Figure 1. Signal wires on met1 (run 1).
Drawn at 6 px/µm. Supply wires on this layer in grey. Cells faint in the background.
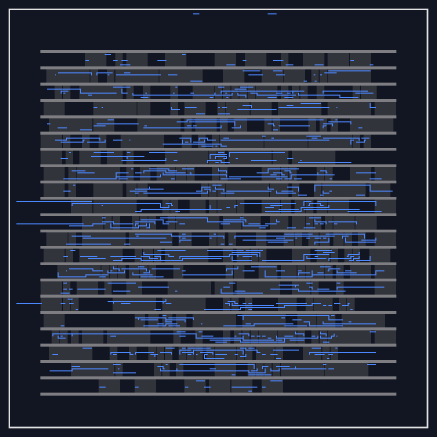
Figure 2. The metal 2 layer (run 1).
Drawn at 6 px/µm.
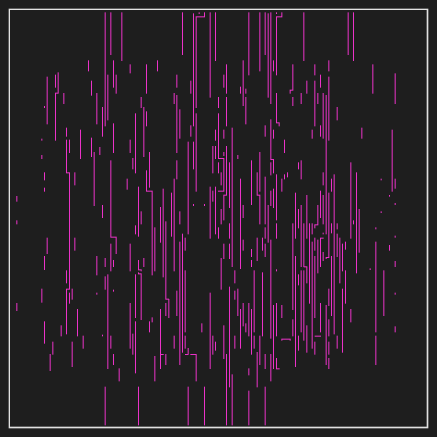
Figure 3. Metal 3 (run 1).
Drawn at 8 px/µm. Cells faint in the background.
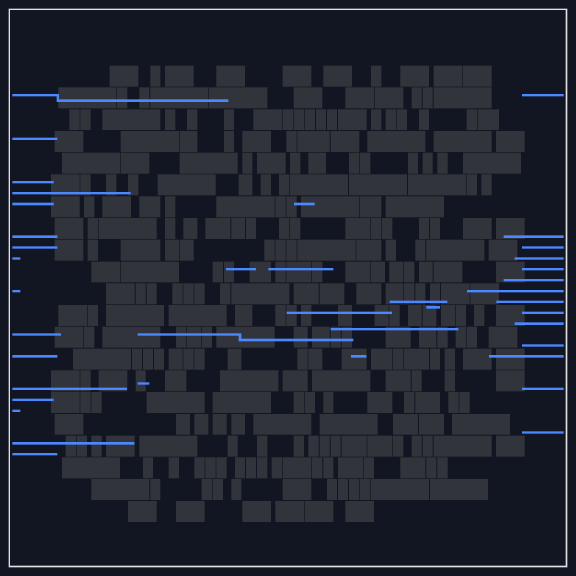
### config.mk
export PLATFORM = sky130hd
export DESIGN_NAME = ctrl_pipe_hazard
export DESIGN_NICKNAME = d
export VERILOG_FILES = /design/src/rtl/ctrl_pipe_hazard_pkg.sv /design/src/rtl/ctrl_pipe_hazard_hazard_detect.sv /design/src/rtl/ctrl_pipe_hazard.sv
export SDC_FILE = /design/constraint.sdc
export NUM_CORES = 1
export LEC_CHECK = 0
export ABC_AREA = 1
export CORE_MARGIN = 5
export CORE_UTILIZATION = 49
export DETAILED_ROUTE_END_ITERATION = 8
export PLACE_DENSITY_LB_ADDON = 0.12
export REMOVE_ABC_BUFFERS = 1
export SKIP_CTS_REPAIR_TIMING = 1
export SLEW_MARGIN = 10
export SYNTH_ARGS = -nofsm -noshare
export SYNTH_HDL_FRONTEND = slang
export SYNTH_SLANG_ARGS = --single-unit
export TNS_END_PERCENT = 20
### constraint.sdc
create_clock -name clk -period 3.25 [get_ports clk]
set_input_delay 0.65 -clock clk [delete_from_list [all_inputs] [get_ports clk]]
set_output_delay 0.65 -clock clk [all_outputs]
set_load 0.02 [all_outputs]
### src/rtl/ctrl_pipe_hazard_pkg.sv
// Shared definitions for the pipeline control/hazard slice: field widths,
// aluop and forwarding-select encodings, the decoded control bundle, and the
// forwarding-select helper.
package ctrl_pkg;

    localparam int REG_AW  = 5;
    localparam int ALUOP_W = 2;

    // aluop encodings produced by the decoder
    localparam logic [ALUOP_W-1:0] ALUOP_ADD   = 2'b00;
    localparam logic [ALUOP_W-1:0] ALUOP_SUB   = 2'b01;
    localparam logic [ALUOP_W-1:0] ALUOP_RTYPE = 2'b10;

    // EX operand source selects
    localparam logic [1:0] FWD_RF    = 2'b00;
    localparam logic [1:0] FWD_EXMEM = 2'b10;
    localparam logic [1:0] FWD_MEMWB = 2'b01;

    // Decoded control bundle as carried in the ID/EX register
    typedef struct packed {
        logic               regdst;
        logic               alusrc;
        logic               memtoreg;
        logic               branch;
        logic               reg_write;
        logic               mem_read;
        logic               mem_write;
        logic [ALUOP_W-1:0] aluop;
    } ctrl_t;

    localparam int    CTRL_W      = $bits(ctrl_t);
    localparam ctrl_t CTRL_BUBBLE = '0;

    // Operand source for one EX source register; the EX/MEM result is newer,
    // so it is checked first. r0 is never forwarded.
    function automatic logic [1:0] fwd_sel(
        input logic [REG_AW-1:0] src_reg,
        input logic              mem_rw,
        input logic [REG_AW-1:0] mem_wr,
        input logic              wb_rw,
        input logic [REG_AW-1:0] wb_wr
    );
        if (mem_rw && (mem_wr != '0) && (mem_wr == src_reg)) begin
            return FWD_EXMEM;
        end
        if (wb_rw && (wb_wr != '0) && (wb_wr == src_reg)) begin
            return FWD_MEMWB;
        end
        return FWD_RF;
    endfunction

endpackage

### src/rtl/ctrl_pipe_hazard_hazard_detect.sv
// Combinational hazard detection: load-use stall and taken-branch detection
// from the instruction in EX against the register fields of the one in ID.
module hazard_detect
    import ctrl_pkg::*;
(
    input  logic              ex_mem_read,
    input  logic              ex_branch,
    input  logic [REG_AW-1:0] ex_rt,
    input  logic              ex_alu_zero,
    input  logic [REG_AW-1:0] id_rs,
    input  logic [REG_AW-1:0] id_rt,
    output logic              stall,
    output logic              taken
);

    // A load whose destination feeds the ID instruction must wait one cycle;
    // a branch in EX is taken when the ALU compare is zero.
    always_comb begin
        stall = ex_mem_read && (ex_rt != '0) && ((ex_rt == id_rs) || (ex_rt == id_rt));
        taken = ex_branch && ex_alu_zero;
    end

endmodule

### src/rtl/ctrl_pipe_hazard.sv
// Pipeline control registers (ID/EX, EX/MEM, MEM/WB) plus stall, flush and
// EX-stage forwarding steering for the 5-stage core.
module ctrl_pipe_hazard #(
    parameter int REG_AW  = ctrl_pkg::REG_AW,
    parameter int ALUOP_W = ctrl_pkg::ALUOP_W
) (
    input  logic               clk,
    input  logic               rst_n,
    input  logic               id_regdst,
    input  logic               id_alusrc,
    input  logic               id_memtoreg,
    input  logic               id_branch,
    input  logic               id_reg_write,
    input  logic               id_mem_read,
    input  logic               id_mem_write,
    input  logic [ALUOP_W-1:0] id_aluop,
    input  logic [REG_AW-1:0]  id_rs,
    input  logic [REG_AW-1:0]  id_rt,
    input  logic [REG_AW-1:0]  id_rd,
    input  logic               ex_alu_zero,
    output logic               ex_regdst,
    output logic               ex_alusrc,
    output logic [ALUOP_W-1:0] ex_aluop,
    output logic               mem_branch,
    output logic               mem_mem_read,
    output logic               mem_mem_write,
    output logic               wb_memtoreg,
    output logic               wb_reg_write,
    output logic               mem_reg_write,
    output logic [REG_AW-1:0]  mem_write_reg,
    output logic [REG_AW-1:0]  wb_write_reg,
    output logic               pc_write,
    output logic               ifid_write,
    output logic               ifid_flush,
    output logic               pc_src,
    output logic [1:0]         fwd_a,
    output logic [1:0]         fwd_b
);

    import ctrl_pkg::*;

    // ID/EX
    ctrl_t             idex_ctrl_q, idex_ctrl_d;
    logic [REG_AW-1:0] ex_rs_q, ex_rs_d;
    logic [REG_AW-1:0] ex_rt_q, ex_rt_d;
    logic [REG_AW-1:0] ex_rd_q, ex_rd_d;
    // EX/MEM
    logic              mem_branch_q, mem_branch_d;
    logic              mem_mem_read_q, mem_mem_read_d;
    logic              mem_mem_write_q, mem_mem_write_d;
    logic              mem_memtoreg_q, mem_memtoreg_d;
    logic              mem_reg_write_q, mem_reg_write_d;
    logic [REG_AW-1:0] mem_write_reg_q, mem_write_reg_d;
    // MEM/WB
    logic              wb_memtoreg_q, wb_memtoreg_d;
    logic              wb_reg_write_q, wb_reg_write_d;
    logic [REG_AW-1:0] wb_write_reg_q, wb_write_reg_d;

    logic              stall;
    logic              taken;
    logic              bubble;
    logic [REG_AW-1:0] ex_write_reg;

    hazard_detect u_hazard_detect (
        .ex_mem_read (idex_ctrl_q.mem_read),
        .ex_branch   (idex_ctrl_q.branch),
        .ex_rt       (ex_rt_q),
        .ex_alu_zero (ex_alu_zero),
        .id_rs       (id_rs),
        .id_rt       (id_rt),
        .stall       (stall),
        .taken       (taken)
    );

    assign bubble       = stall || taken;
    assign ex_write_reg = idex_ctrl_q.regdst ? ex_rd_q : ex_rt_q;

    // Next-state for all three stage registers; ID/EX takes a bubble on stall or taken branch
    always_comb begin
        idex_ctrl_d     = CTRL_BUBBLE;
        ex_rs_d         = '0;
        ex_rt_d         = '0;
        ex_rd_d         = '0;
        if (!bubble) begin
            idex_ctrl_d.regdst    = id_regdst;
            idex_ctrl_d.alusrc    = id_alusrc;
            idex_ctrl_d.memtoreg  = id_memtoreg;
            idex_ctrl_d.branch    = id_branch;
            idex_ctrl_d.reg_write = id_reg_write;
            idex_ctrl_d.mem_read  = id_mem_read;
            idex_ctrl_d.mem_write = id_mem_write;
            idex_ctrl_d.aluop     = id_aluop;
            ex_rs_d               = id_rs;
            ex_rt_d               = id_rt;
            ex_rd_d               = id_rd;
        end
        mem_branch_q_next_unused: begin end
        mem_branch_d    = idex_ctrl_q.branch;
        mem_mem_read_d  = idex_ctrl_q.mem_read;
        mem_mem_write_d = idex_ctrl_q.mem_write;
        mem_memtoreg_d  = idex_ctrl_q.memtoreg;
        mem_reg_write_d = idex_ctrl_q.reg_write;
        mem_write_reg_d = ex_write_reg;
        wb_memtoreg_d   = mem_memtoreg_q;
        wb_reg_write_d  = mem_reg_write_q;
        wb_write_reg_d  = mem_write_reg_q;
    end

    // Stage registers; reset turns every stage into a bubble
    always_ff @(posedge clk) begin
        if (!rst_n) begin
            idex_ctrl_q     <= CTRL_BUBBLE;
            ex_rs_q         <= '0;
            ex_rt_q         <= '0;
            ex_rd_q         <= '0;
            mem_branch_q    <= 1'b0;
            mem_mem_read_q  <= 1'b0;
            mem_mem_write_q <= 1'b0;
            mem_memtoreg_q  <= 1'b0;
            mem_reg_write_q <= 1'b0;
            mem_write_reg_q <= '0;
            wb_memtoreg_q   <= 1'b0;
            wb_reg_write_q  <= 1'b0;
            wb_write_reg_q  <= '0;
        end else begin
            idex_ctrl_q     <= idex_ctrl_d;
            ex_rs_q         <= ex_rs_d;
            ex_rt_q         <= ex_rt_d;
            ex_rd_q         <= ex_rd_d;
            mem_branch_q    <= mem_branch_d;
            mem_mem_read_q  <= mem_mem_read_d;
            mem_mem_write_q <= mem_mem_write_d;
            mem_memtoreg_q  <= mem_memtoreg_d;
            mem_reg_write_q <= mem_reg_write_d;
            mem_write_reg_q <= mem_write_reg_d;
            wb_memtoreg_q   <= wb_memtoreg_d;
            wb_reg_write_q  <= wb_reg_write_d;
            wb_write_reg_q  <= wb_write_reg_d;
        end
    end

    // PC/IF-ID steering and forwarding selects; a taken branch overrides a stall,
    // and while reset is held the front end is frozen and IF/ID is flushed
    always_comb begin
        pc_write   = 1'b0;
        ifid_write = 1'b0;
        ifid_flush = 1'b1;
        pc_src     = 1'b0;
        fwd_a      = FWD_RF;
        fwd_b      = FWD_RF;
        if (rst_n) begin
            pc_write   = taken || !stall;
            ifid_write = taken || !stall;
            ifid_flush = taken;
            pc_src     = taken;
            fwd_a      = fwd_sel(ex_rs_q, mem_reg_write_q, mem_write_reg_q,
                                 wb_reg_write_q, wb_write_reg_q);
            fwd_b      = fwd_sel(ex_rt_q, mem_reg_write_q, mem_write_reg_q,
                                 wb_reg_write_q, wb_write_reg_q);
        end
    end

    assign ex_regdst     = idex_ctrl_q.regdst;
    assign ex_alusrc     = idex_ctrl_q.alusrc;
    assign ex_aluop      = idex_ctrl_q.aluop;
    assign mem_branch    = mem_branch_q;
    assign mem_mem_read  = mem_mem_read_q;
    assign mem_mem_write = mem_mem_write_q;
    assign mem_reg_write = mem_reg_write_q;
    assign mem_write_reg = mem_write_reg_q;
    assign wb_memtoreg   = wb_memtoreg_q;
    assign wb_reg_write  = wb_reg_write_q;
    assign wb_write_reg  = wb_write_reg_q;

endmodule

==> flow_metrics.env, run 1 <==
# yosys + openroad results
export IMPL_r2r_cells=9
export IMPL_n_clock_buffer=6
export IMPL_final_setup_viol_count=0
export IMPL_grt_ovfl_total=0
export IMPL_pwr_share_clk=0.265
export IMPL_worst_path_buf_inv=3
export IMPL_max_freq_mhz=336
export IMPL_path_clk_slew_ns=0.11
export IMPL_warning_count=25
export IMPL_grt_pass1_wl_mm=5.73
export IMPL_htree_num_levels=2
export IMPL_finish_utilization=0.692
export IMPL_worst_pin_slew_ns=0.270
export IMPL_route_met3_wl_um=289
export IMPL_drtIter0Drc=50
export IMPL_xor_share=0.101
export IMPL_core_area_um2=3390
export IMPL_chip_area_um2=4830
export IMPL_vdd_ir_drop_worst_uv=299
export IMPL_cts_buffer_depth=2
export IMPL_path_delay_family="buffers and inverters"
export IMPL_ys_ff=41
export IMPL_internal_power_mw=0.731
export IMPL_antenna_found_initial=0
export IMPL_status="completed"
export IMPL_edf_count=0
export IMPL_timing_rr_end="ex_rt_q[0]"
export IMPL_ios=55
export IMPL_hold_ws_ns=0.423
export IMPL_top_cell_area_share=0.474
export IMPL_cts_root_buffer="clkbuf_4"
export IMPL_place_area_um2=2280
export IMPL_p_total_mw=1.01
About Figure 1:
nets with wire on the layer	277
share of all routed wire	43%
longest straight run	23.9 µm
wire length on this layer	1500 µm
main direction	horizontal
WL final: 3.47 mm
met1 Usage GRT: 0.150
detailed-route via count: 1490

About Figure 2:
main direction	vertical
nets with wire on the layer	242
wire length on this layer	1640 µm
share of all routed wire	47%

About Figure 3:
main direction	horizontal
share of all routed wire	8.4%
nets with wire on the layer	35
longest straight run	21.2 µm
wire length on this layer	289 µm
met3 Usage GRT: 0.0507

Figure 4. Clock distribution (run 1).
Drawn at 4 px/µm.
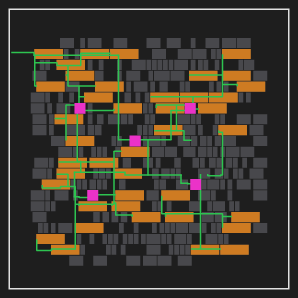

==> run 2, diff against run 1 <==
Settings changed: CORE_MARGIN 5 to unset.
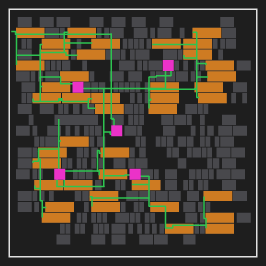
Figure 5: run 2, clock distribution.
Drawn at 4 px/µm.
[clock wires] green | length: 403 µm
[flip-flops] orange | count: 41
[cells driving clock nets] magenta | count: 5
flops lie	all over the die
skew final: 0.00761 ns
Late-Pin Clk Latency: 0.34 ns
Clk pwr share: 0.316

==> run 2 against run 1 <==
  * Global-route usage grew 5.5 points
  * Clock power grew 28%
  * Power is 7.5% higher
  * Synthesized cell count stayed put
  * Combinational power is essentially flat
  * Maximum frequency grew 0.90%
  * Core utilization increased by 1.2 points
  * Worst hold slack gained 0.0030 ns
  * First-iteration DRC count rose by 56%
  * Clock-buffer cell count is the same
  * Worst setup slack gained 0.026 ns
==> flow_metrics.env, run 2 <==
# yosys + openroad results
export IMPL_busiest_layer="met2"
export IMPL_pg_comb_mw=0.182
export IMPL_timing_rr_end="ex_rs_q[1]"
export IMPL_edf_count=0
export IMPL_cp_max_fo=3
export IMPL_hold_ws_ns=0.426
export IMPL_final_setup_viol_count=0
export IMPL_core_area_um2=3360
export IMPL_vias=1480
export IMPL_chip_area_um2=3780
export IMPL_synth_area_per_cell_um2=7.34
export IMPL_wirelength_mm=3.30
export IMPL_warning_count=25
export IMPL_finish_utilization=0.705
export IMPL_grt_met1_usage=0.254
export IMPL_htree_num_levels=2
export IMPL_internal_power_mw=0.808
export IMPL_cts_buffer_depth=2
export IMPL_grtUsageMet3=0.0609
export IMPL_rsz0062_at_grt="no"
export IMPL_path_clk_slew_ns=0.11
export IMPL_drtIter0Drc=78
export IMPL_p_total_mw=1.08
export IMPL_vdd_ir_drop_worst_uv=310
export IMPL_top_cell_area_share=0.474
export IMPL_layout_nets=318
export IMPL_worst_path_buf_inv=2
export IMPL_antenna_found_initial=0
export IMPL_grt_ovfl_total=0
export IMPL_max_freq_mhz=339
export IMPL_top_cells_by_count="47 x nand2_1, 46 x inv_1, 42 x nor2_1, 41 x dfxtp_1, 12 x xnor2_1"
export IMPL_cts_root_buffer="clkbuf_4"
export IMPL_route_met3_wl_um=164
export IMPL_r2r_cells=9
export IMPL_aoi_share=0.0318
export IMPL_status="completed"
export IMPL_n_clock_buffer=6
export IMPL_ys_ff=41
export IMPL_die_w_um=61.5
==> run 3, diff against run 2 <==
Settings changed: CORE_UTILIZATION 49 to 50, SYNTH_HIERARCHICAL set to 1.
==> run 3 against run 2 <==
  * First-iteration DRC count increased by 62%
  * Power decreased by 7.9%
  * Combinational power increased by 6%
  * Critical path depth decreased by 3
  * Sequential power about the same
  * Register-to-register slack got worse by 0.47 ns
  * Maximum frequency decreased by 4.6%
  * Synthesized cell count increased by 19%
  * Clock-buffer cell count decreased by 1
  * Worst hold slack got worse by 0.0031 ns
  * Cell area increased by 3.3%
  * Non-clock buffer count increased by 1
  * Highest routed layer unchanged
==> flow_metrics.env, run 3 <==
# yosys + openroad results
export IMPL_status="completed"
export IMPL_ios=55
export IMPL_hold_ws_ns=0.423
export IMPL_grt_ovfl_total=0
export IMPL_busiest_layer="met2"
export IMPL_final_setup_viol_count=0
export IMPL_chip_area_um2=3920
export IMPL_worst_path_buf_inv=2
export IMPL_finish_utilization=0.717
export IMPL_skew_ns=0.00714
export IMPL_cts_root_buffer="clkbuf_4"
export IMPL_grt_met1_usage=0.267
export IMPL_aoi_share=0.0470
export IMPL_n_clock_buffer=5
export IMPL_cp_max_fo=2
export IMPL_pg_comb_mw=0.193
export IMPL_edf_count=0
export IMPL_worstSkewPairLatency_ns=0.35
export IMPL_die_w_um=62.6
export IMPL_htree_num_levels=2
export IMPL_pwr_share_clk=0.250
export IMPL_p_total_mw=0.996
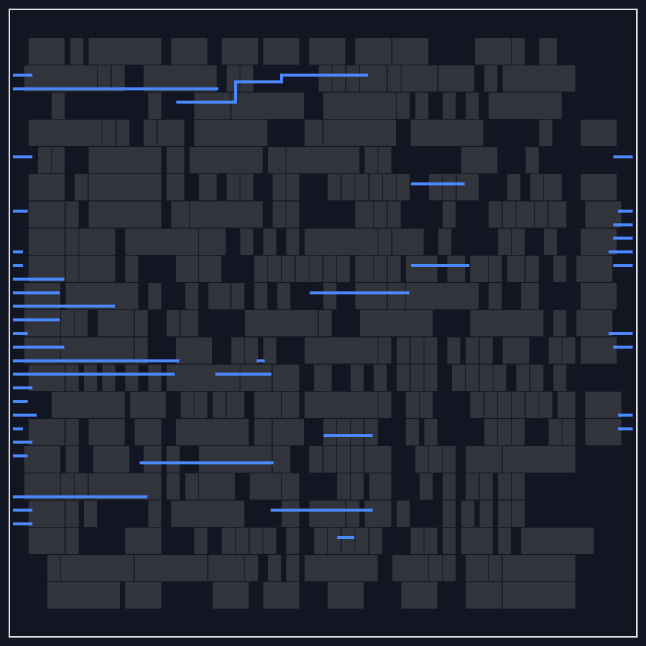
Figure 6: run 3, metal 3.
Drawn at 10 px/µm. Cells faint in the background.
nets with wire on the layer	39
longest straight run	20.2 µm
share of all routed wire	5.4%
wire length on this layer	204 µm
main direction	horizontal
detailed-route via count: 1682
WL final: 3.76 mm
met3 Usage GRT: 0.0675


==> gallery <==
Track usage over the die.
image #1
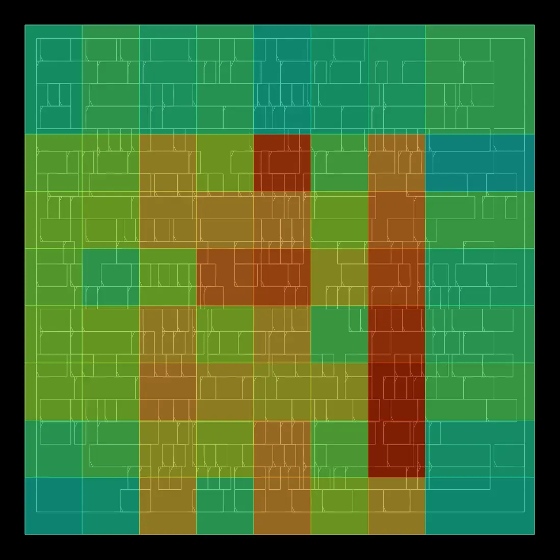
image #2
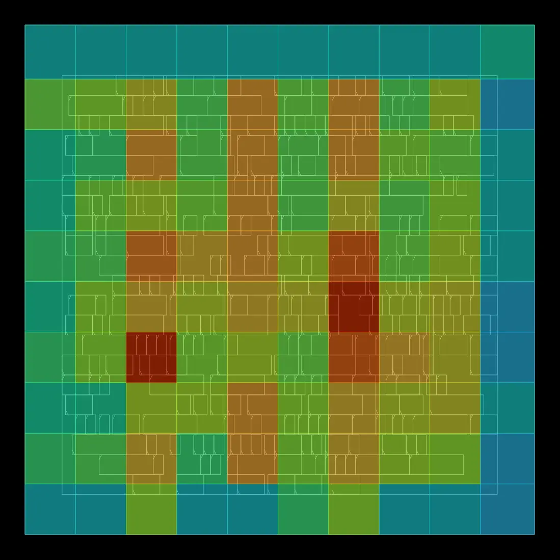
image #3
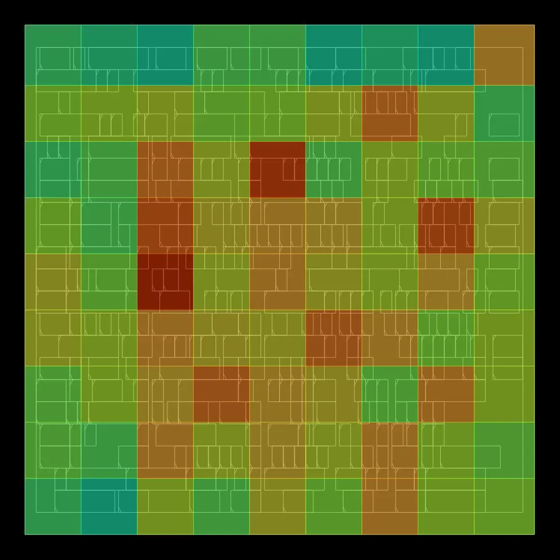
- lowest track usage: image #2
| from | picture |
|---|---|
| run 2 | image #1 |
| run 3 | image #3 |
| run 1 | image #2 |

Power is estimated from default activity; no workload was simulated.
